**The metal 1 layer**

Scale: 6 px per um. Supply wires on this layer in gray.
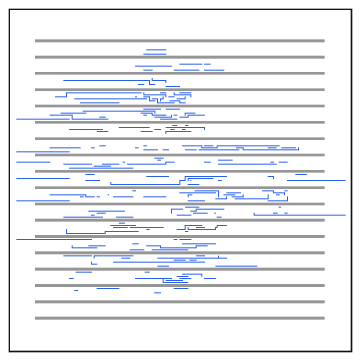
**Met2 routing**

Scale: 4 px per um.
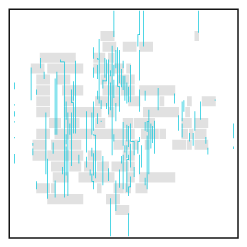
**Metal 3**

Scale: 6 px per um.
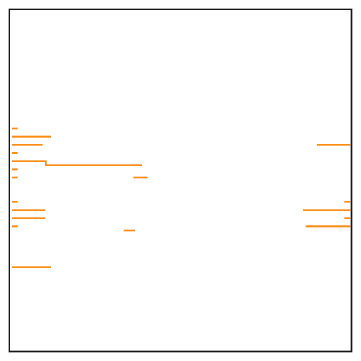
**Cell placement**

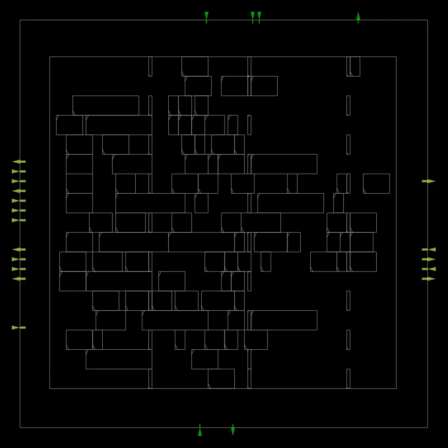
**Pin placement**

Scale: 6 px per um. Pins as bars across the die edge, other pins in gray.
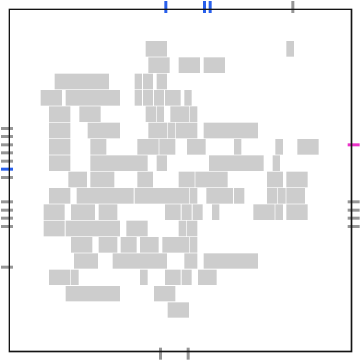
`config.mk`:
```
export PLATFORM = sky130hd
export DESIGN_NAME = cond_eval
export DESIGN_NICKNAME = d
export VERILOG_FILES = /design/src/rtl/cond_eval.sv
export SDC_FILE = /design/constraint.sdc
export NUM_CORES = 1
export LEC_CHECK = 0
export CORE_MARGIN = 4
export CORE_UTILIZATION = 27
export DETAILED_ROUTE_END_ITERATION = 10
export GPL_ROUTABILITY_DRIVEN = 0
export PLACE_DENSITY = 0.56
export SETUP_SLACK_MARGIN = 0.2
export SYNTH_ARGS = -nofsm -noshare
export SYNTH_HDL_FRONTEND = slang
export SYNTH_SLANG_ARGS = --single-unit
```
`constraint.sdc`:
```
create_clock -name Clk -period 2.1 [get_ports Clk]
set_input_delay 0.315 -clock Clk [delete_from_list [all_inputs] [get_ports Clk]]
set_output_delay 0.315 -clock Clk [all_outputs]
set_load 0.005 [all_outputs]
```
`src/rtl/cond_eval.sv`:
```
// NZCV flag register with pending-writer scoreboard and ARM-style condition evaluation.
// Optional macro COND_NV_TRAP_EN: condition 1111 yields Pass=0 with Nv_Err=1 instead of AL.
module cond_eval #(
    parameter int unsigned PEND_W = 2
) (
    input  logic       Clk,
    input  logic       Rst,
    input  logic       Flag_We,
    input  logic [3:0] New_Flag,
    input  logic       Pend_Inc,
    input  logic       Cond_Valid,
    input  logic [3:0] Cond,
    output logic       Cond_Ready,
    output logic       Pass_Valid,
    output logic       Pass,
    input  logic       Pass_Ready,
    output logic [3:0] Flag,
    output logic       Pend_Ovf,
    output logic       Nv_Err
);

    localparam logic [PEND_W-1:0] PEND_MAX = '1;
    localparam logic [PEND_W-1:0] PEND_ONE = PEND_W'(1);

    logic [PEND_W-1:0] pend_cnt;
    logic [3:0]        eff_flag;
    logic              out_free;
    logic              accept;
    logic              eval_pass;
    logic              eval_nv;
    logic              n, z, c, v;

    assign out_free   = !Pass_Valid || Pass_Ready;
    // A write landing this cycle retires the last pending writer, so the request may use the bypassed flags.
    assign Cond_Ready = out_free && (pend_cnt == '0 || (pend_cnt == PEND_ONE && Flag_We));
    assign accept     = Cond_Valid && Cond_Ready;
    assign eff_flag   = Flag_We ? New_Flag : Flag;
    assign {n, z, c, v} = eff_flag;

    always_comb begin
        eval_pass = 1'b0;
        eval_nv   = 1'b0;
        case (Cond)
            4'h0: eval_pass = z;
            4'h1: eval_pass = !z;
            4'h2: eval_pass = c;
            4'h3: eval_pass = !c;
            4'h4: eval_pass = n;
            4'h5: eval_pass = !n;
            4'h6: eval_pass = v;
            4'h7: eval_pass = !v;
            4'h8: eval_pass = c && !z;
            4'h9: eval_pass = !c || z;
            4'hA: eval_pass = (n == v);
            4'hB: eval_pass = (n != v);
            4'hC: eval_pass = !z && (n == v);
            4'hD: eval_pass = z || (n != v);
            4'hE: eval_pass = 1'b1;
            default: begin
`ifdef COND_NV_TRAP_EN
                eval_pass = 1'b0;
                eval_nv   = 1'b1;
`else
                eval_pass = 1'b1;
`endif
            end
        endcase
    end

    always_ff @(posedge Clk or posedge Rst) begin
        if (Rst) begin
            Flag     <= '0;
            pend_cnt <= '0;
            Pend_Ovf <= 1'b0;
        end else begin
            if (Flag_We)
                Flag <= New_Flag;
            if (Pend_Inc && !Flag_We) begin
                if (pend_cnt == PEND_MAX)
                    Pend_Ovf <= 1'b1;
                else
                    pend_cnt <= pend_cnt + PEND_ONE;
            end else if (Flag_We && !Pend_Inc && pend_cnt != '0) begin
                pend_cnt <= pend_cnt - PEND_ONE;
            end
        end
    end

    always_ff @(posedge Clk or posedge Rst) begin
        if (Rst) begin
            Pass_Valid <= 1'b0;
            Pass       <= 1'b0;
        end else if (accept) begin
            Pass_Valid <= 1'b1;
            Pass       <= eval_pass;
        end else if (Pass_Ready) begin
            Pass_Valid <= 1'b0;
        end
    end

`ifdef COND_NV_TRAP_EN
    logic nv_q;
    always_ff @(posedge Clk or posedge Rst) begin
        if (Rst)
            nv_q <= 1'b0;
        else if (accept)
            nv_q <= eval_nv;
    end
    assign Nv_Err = nv_q;
`else
    assign Nv_Err = 1'b0;
`endif

endmodule

```
==> Slide: Implementation Results <==
Key Metrics from the Run

CTS
  – Cell at the root of the clock tree: sky130_fd_sc_hd__clkbuf_4
  – Clock tree from TritonCTS: done
  – Number of buffers inserted to repair setup after CTS: 0
  – Number of buffers on the longest clock path: 2
  – Post-cts hold-fix buffer tally: 0

GRT
  – Pin count of the biggest net entering global routing: 10
  – Final global-route overflow total: 0

Layout
  – Top library cells by usage in the layout, fill and taps aside: sky130_fd_sc_hd__clkdlybuf4s50_1 (19), sky130_fd_sc_hd__dfrtp_1 (9), sky130_fd_sc_hd__inv_1 (9), sky130_fd_sc_hd__a21oi_1 (6)
  – Number of non-filler instances in the completed layout: 119
  – Area occupied by multi-input gates: 368 um2
  – ANT cells: 0
  – Fraction of area in multi-input gates: 0.399
  – Fraction of final layout cells with drive strength greater than 1: 0.132
  – Non-clock buffer share: 0.254
  – Nets@finish: 109
  – Total of fill cells in the finished design: 237
  – Synthesis-to-layout area growth: 43.4%

Setup path
  – Arrival time at the worst endpoint: 1.43 ns
  – Maximum fanout along the worst path: 5
  – Critical Path RT: 1.78 ns
  – Slowest cell on the critical path: sky130_fd_sc_hd__dfrtp_1
  – Max incr delay on CP: 0.41 ns
  – Cell breakdown of the critical path: inv_1 -> ha_2 -> a21oi_1 -> a21oi_1 -> dlygate4sd2_1
  – Source of the worst register-to-register timing path: pend_cnt[1]
  – Count of cells along the worst register-to-register path: 8
  – R2r setup slk: 0.44 ns

Timing
  – Final Hold Vio Count: 0
  – Highest achievable clock rate: 0.574 GHz
  – Count of endpoints failing setup in the final report: 0
  – Setup repair after global routing missed its margin: no
  – Final period util: 0.830

Placement
  – Post-placement cell count: 115

Detailed routing
  – Routed length per placed instance: 12.0 um
  – Number of nets still failing antenna checks after routing: 0
  – Detailed router's first-iteration violation count: 5

Status
  – Status: finished, final reports clean

Logic synthesis
  – Synthesized Nets: 82
  – Area fraction in full adders, half adders and majority gates: 0.0739
  – Tally of yosys warning messages: 0
  – Count of state elements after synthesis: 9
  – Number of cell instances after yosys synthesis: 65
  – Primary flip-flop cell chosen by synthesis mapping: sky130_fd_sc_hd__dfrtp_1

Power and ir drop
  – Main power group: combinational logic
  – Internal Power: 0.524 mW

Run
  – Tally of max-capacitance violations: 0
  – Stage-log warning count: 28

Die
  – Floorplan Utilization: 0.288
  – I/O pin cnt: 23
  – Tap Cells: 28
-- 'the metal 1 layer' (at the start) --
89 nets have wire on it. The layer carries 651 um of wire. The layer holds 46% of the routed length.

-- 'met2 routing' (at the start) --
The longest straight run is 33.8 um. The layer carries 686 um of wire.

-- 'metal 3' (at the start) --
18 nets have wire on it. The layer holds 5.6% of the routed length. The layer carries 79.1 um of wire. The longest straight run is 15.9 um. The wires run mostly horizontal.

-- 'cell placement' (at the start) --
area of the core: 0.00223 mm2
Layout Utilization: 0.413

-- 'pin placement' (at the start) --
Key: Pass = magenta [pins 1, direction output, edge east]; Cond = blue [pins 4, direction input, edge 3 north, 1 west]

==> worst max-delay path by stage <==
| stage | startpoint | endpoint | slack, ns | cells past startpoint |
|---|---|---|---|---|
| after global routing | pend_cnt[1] | Cond_Ready | 0.25 | 5 |
| after floorplan | Flag[0] | Pass | 0.58 | 5 |
| after CTS | pend_cnt[1] | Cond_Ready | 0.35 | 5 |
| final | pend_cnt[1] | Cond_Ready | 0.36 | 5 |
| after detailed placement | Flag_We | Pass | -0.04 | 7 |
| after global placement | Flag_We | Cond_Ready | -0.02 | 5 |
==> metal layers <==
metal | track usage | routed length [um]
met5 | 0 | 0
met4 | 0.0199 | 8
met3 | 0.0276 | 79
met2 | 0.173 | 685
met1 | 0.102 | 651
==> cell usage after synthesis, types with 2 or more instances <==
master / number / area share
sky130_fd_sc_hd__o21ai_0: 2 / 0.016
sky130_fd_sc_hd__ha_1: 3 / 0.058
sky130_fd_sc_hd__dfrtp_1: 9 / 0.35
sky130_fd_sc_hd__mux2i_1: 3 / 0.047
sky130_fd_sc_hd__a21oi_1: 6 / 0.047
sky130_fd_sc_hd__mux2_2: 2 / 0.035
sky130_fd_sc_hd__nor2_1: 4 / 0.023
sky130_fd_sc_hd__inv_1: 9 / 0.053
sky130_fd_sc_hd__mux4_1: 2 / 0.082
sky130_fd_sc_hd__nand2_1: 3 / 0.018
sky130_fd_sc_hd__xnor2_1: 4 / 0.054
sky130_fd_sc_hd__nor3_1: 2 / 0.016
sky130_fd_sc_hd__nand3_1: 2 / 0.016
==> cell families (layout without fill, tap and decap cells) <==
group | after synthesis | after routing
AND/OR/NAND/NOR | 14 | 14
buffers and inverters | 11 | 37
other | 1 | 1
XOR/XNOR | 4 | 4
AND-OR/OR-AND | 14 | 14
flip-flops | 9 | 9
adder cells (fa/ha/maj) | 4 | 4
multiplexers | 8 | 8
Power is estimated from default activity; no workload was simulated.
